==> config.mk <==
export PLATFORM = sky130hd
export DESIGN_NAME = ex_mem_pipe_flat
export DESIGN_NICKNAME = d
export VERILOG_FILES = /design/src/rtl/ex_mem_pkg.sv /design/src/rtl/ex_mem_pipe_if.sv /design/src/rtl/pipe_entry.sv /design/src/rtl/ex_mem_pipe.sv /design/src/flat_wrapper.sv
export SDC_FILE = /design/constraint.sdc
export NUM_CORES = 1
export LEC_CHECK = 0
export ABC_AREA = 0
export CAP_MARGIN = 10
export CORE_ASPECT_RATIO = 0.8
export CORE_MARGIN = 2
export CORE_UTILIZATION = 51
export DETAILED_ROUTE_END_ITERATION = 16
export PLACE_DENSITY = 0.8
export SLEW_MARGIN = 20
export SYNTH_ARGS = -nofsm -noshare
export SYNTH_HDL_FRONTEND = slang
export SYNTH_HIERARCHICAL = 1
export SYNTH_SLANG_ARGS = --single-unit
==> constraint.sdc <==
create_clock -name clk -period 2.05 [get_ports clk]
set_clock_uncertainty 0.15 [all_clocks]
set_input_delay 0.41 -clock clk [delete_from_list [all_inputs] [get_ports clk]]
set_output_delay 0.41 -clock clk [all_outputs]
set_load 0.02 [all_outputs]
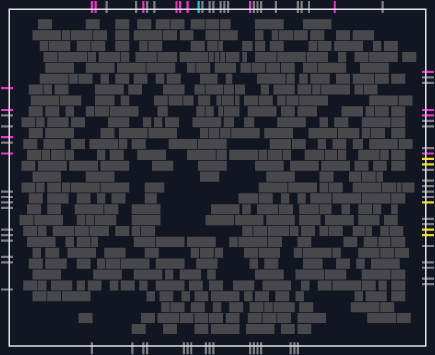
pins.png
Drawn at 4 px/um. Pins as bars across the die edge, other pins in grey.
- magenta: bus_in_alu_out (pins 16; direction input; edge 8 north, 4 east, 4 west)
- yellow: bus_out_ctrl (pins 5; direction output; edge east)
- cyan: bus_in_valid (pins 1; direction input; edge north)
- all pins by edge: 27 north, 26 east, 17 west, 17 south
Die Y: 83.82 um
IO buf count: 86

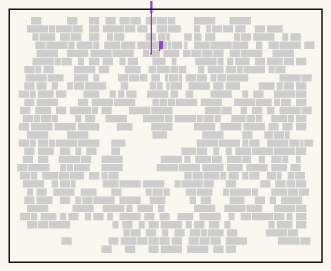
port_nets.png
Drawn at 3 px/um.
- purple: bus_in_valid (bits 1; direction input; edge north; end cells 1; buffers 1; wire 16.9 um)
IO Pins: 87

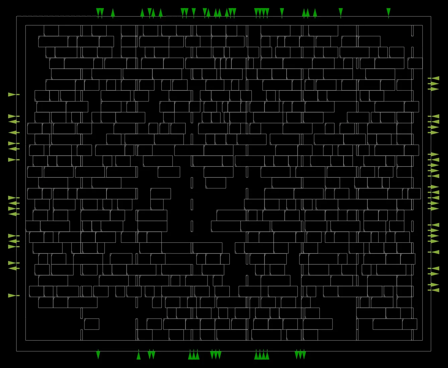
final_placement.png
sequential cell area share: 0.3206
final cell count without fillers: 541
num sequential: 83
row count: 29
Tapcell Cnt: 108

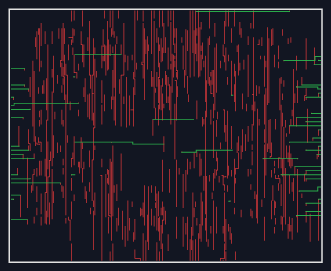
metal_stack.png
Drawn at 3 px/um. Only two layers are drawn.
- green: met3 (wire length 364 um)
- red: met2 (wire length 3590 um)
Post-Route WL: 7.412 mm
Tot GR Track Use: 0.1734

==> reports/metrics.cfg <==
[run_status]
run_status = finished clean

[yosys]
synth_cell_types = 24
flop_cell = dfxtp_1
top_cells_by_count = dfxtp_1 (83), mux2i_1 (80), nor2b_1 (80)
ys_sh_simple = 0.1516
synth_chip_area_sq_um = 4061
ys_cells = 333
synthTopLogicFamily = multiplexers
synthCells = 333
largest_area_cell = dfxtp_1
ys_sh_aoi = 0.01047
adder_share = 0.006161
yosysTopAreaCellShare = 0.4091

[setup_path]
crit_type = reg -> out
cp_cell_sequence = nor2_4 > and2b_2 > clkdlybuf4s15_1
critPathLaunchType = flip-flop
critical_path.top_delay_family = simple AND/OR/NAND/NOR gates
crit_cells = 3
r2r_cells = 8
path_max_fanout = 7
critPathSlowestCell = dfxtp_1

[cts]
cts_buffers = 9
cts.sinks = 83
clockBufferDepth = 2
h-tree-depth = 3
holdBufCountCts = 0
ctsRootBufferMaster = clkbuf_8
cts_tree = built
cts_setup_buffers = 2

[finish]
num-nonclk-buffers = 106
syn_to_final_growth_pct = 27.60
utilization = 0.6612
layout_top_cell = dfxtp_1
nNonClkInverters = 6
drive_gt1_frac = 0.2102
nets = 475
final_cell_mix = dfxtp_1 (83), mux2i_1 (80), nor2b_1 (80)
sh_comb_area = 0.4046
nFillCells = 658
nonClkBufAreaFrac = 0.2079
antenna_cells = 0

[timing]
fmax_ghz = 0.5055
setup_viol = 0
timing.final.crit_period_ns = 1.978
finalMaxSlewViolations = 0
whs_ns = 0.2204
slew_headroom = 0.7076

[power]
ir_drop_uv = 354.7
combPwrFrac = 0.147
pg_clk_uw = 1090
p_comb_uw = 479
power.internal_uw = 2455
maxPowerGroup = registers
switching_share = 0.2445

[global_routing]
met1_usage = 0.2053
antenna_found_initial = 0
grt_most_used_layer = met2
gr-usage-met3 = 0.05152
grt_pass1_vias = 2510
use_met2 = 0.2962

[routing]
drt-met1-wl_mm = 3.347
final_antenna_net_count = 0
dr.pass1.iters = 4
wl_met3_um = 364
top_layer = met4
drc = 0
route.met2.wl_mm = 3.587
vias = 2584

[job]
drv_cap = 0

[placement]
post-place-ws_ns = -0.2309
placed_cell_area_sq_um = 4990
place_hpwl_mm = 5.088

[die]
fp-utilization = 0.5182
coreArea_sq_um = 7838

[hold_path]
hold_depth = 3

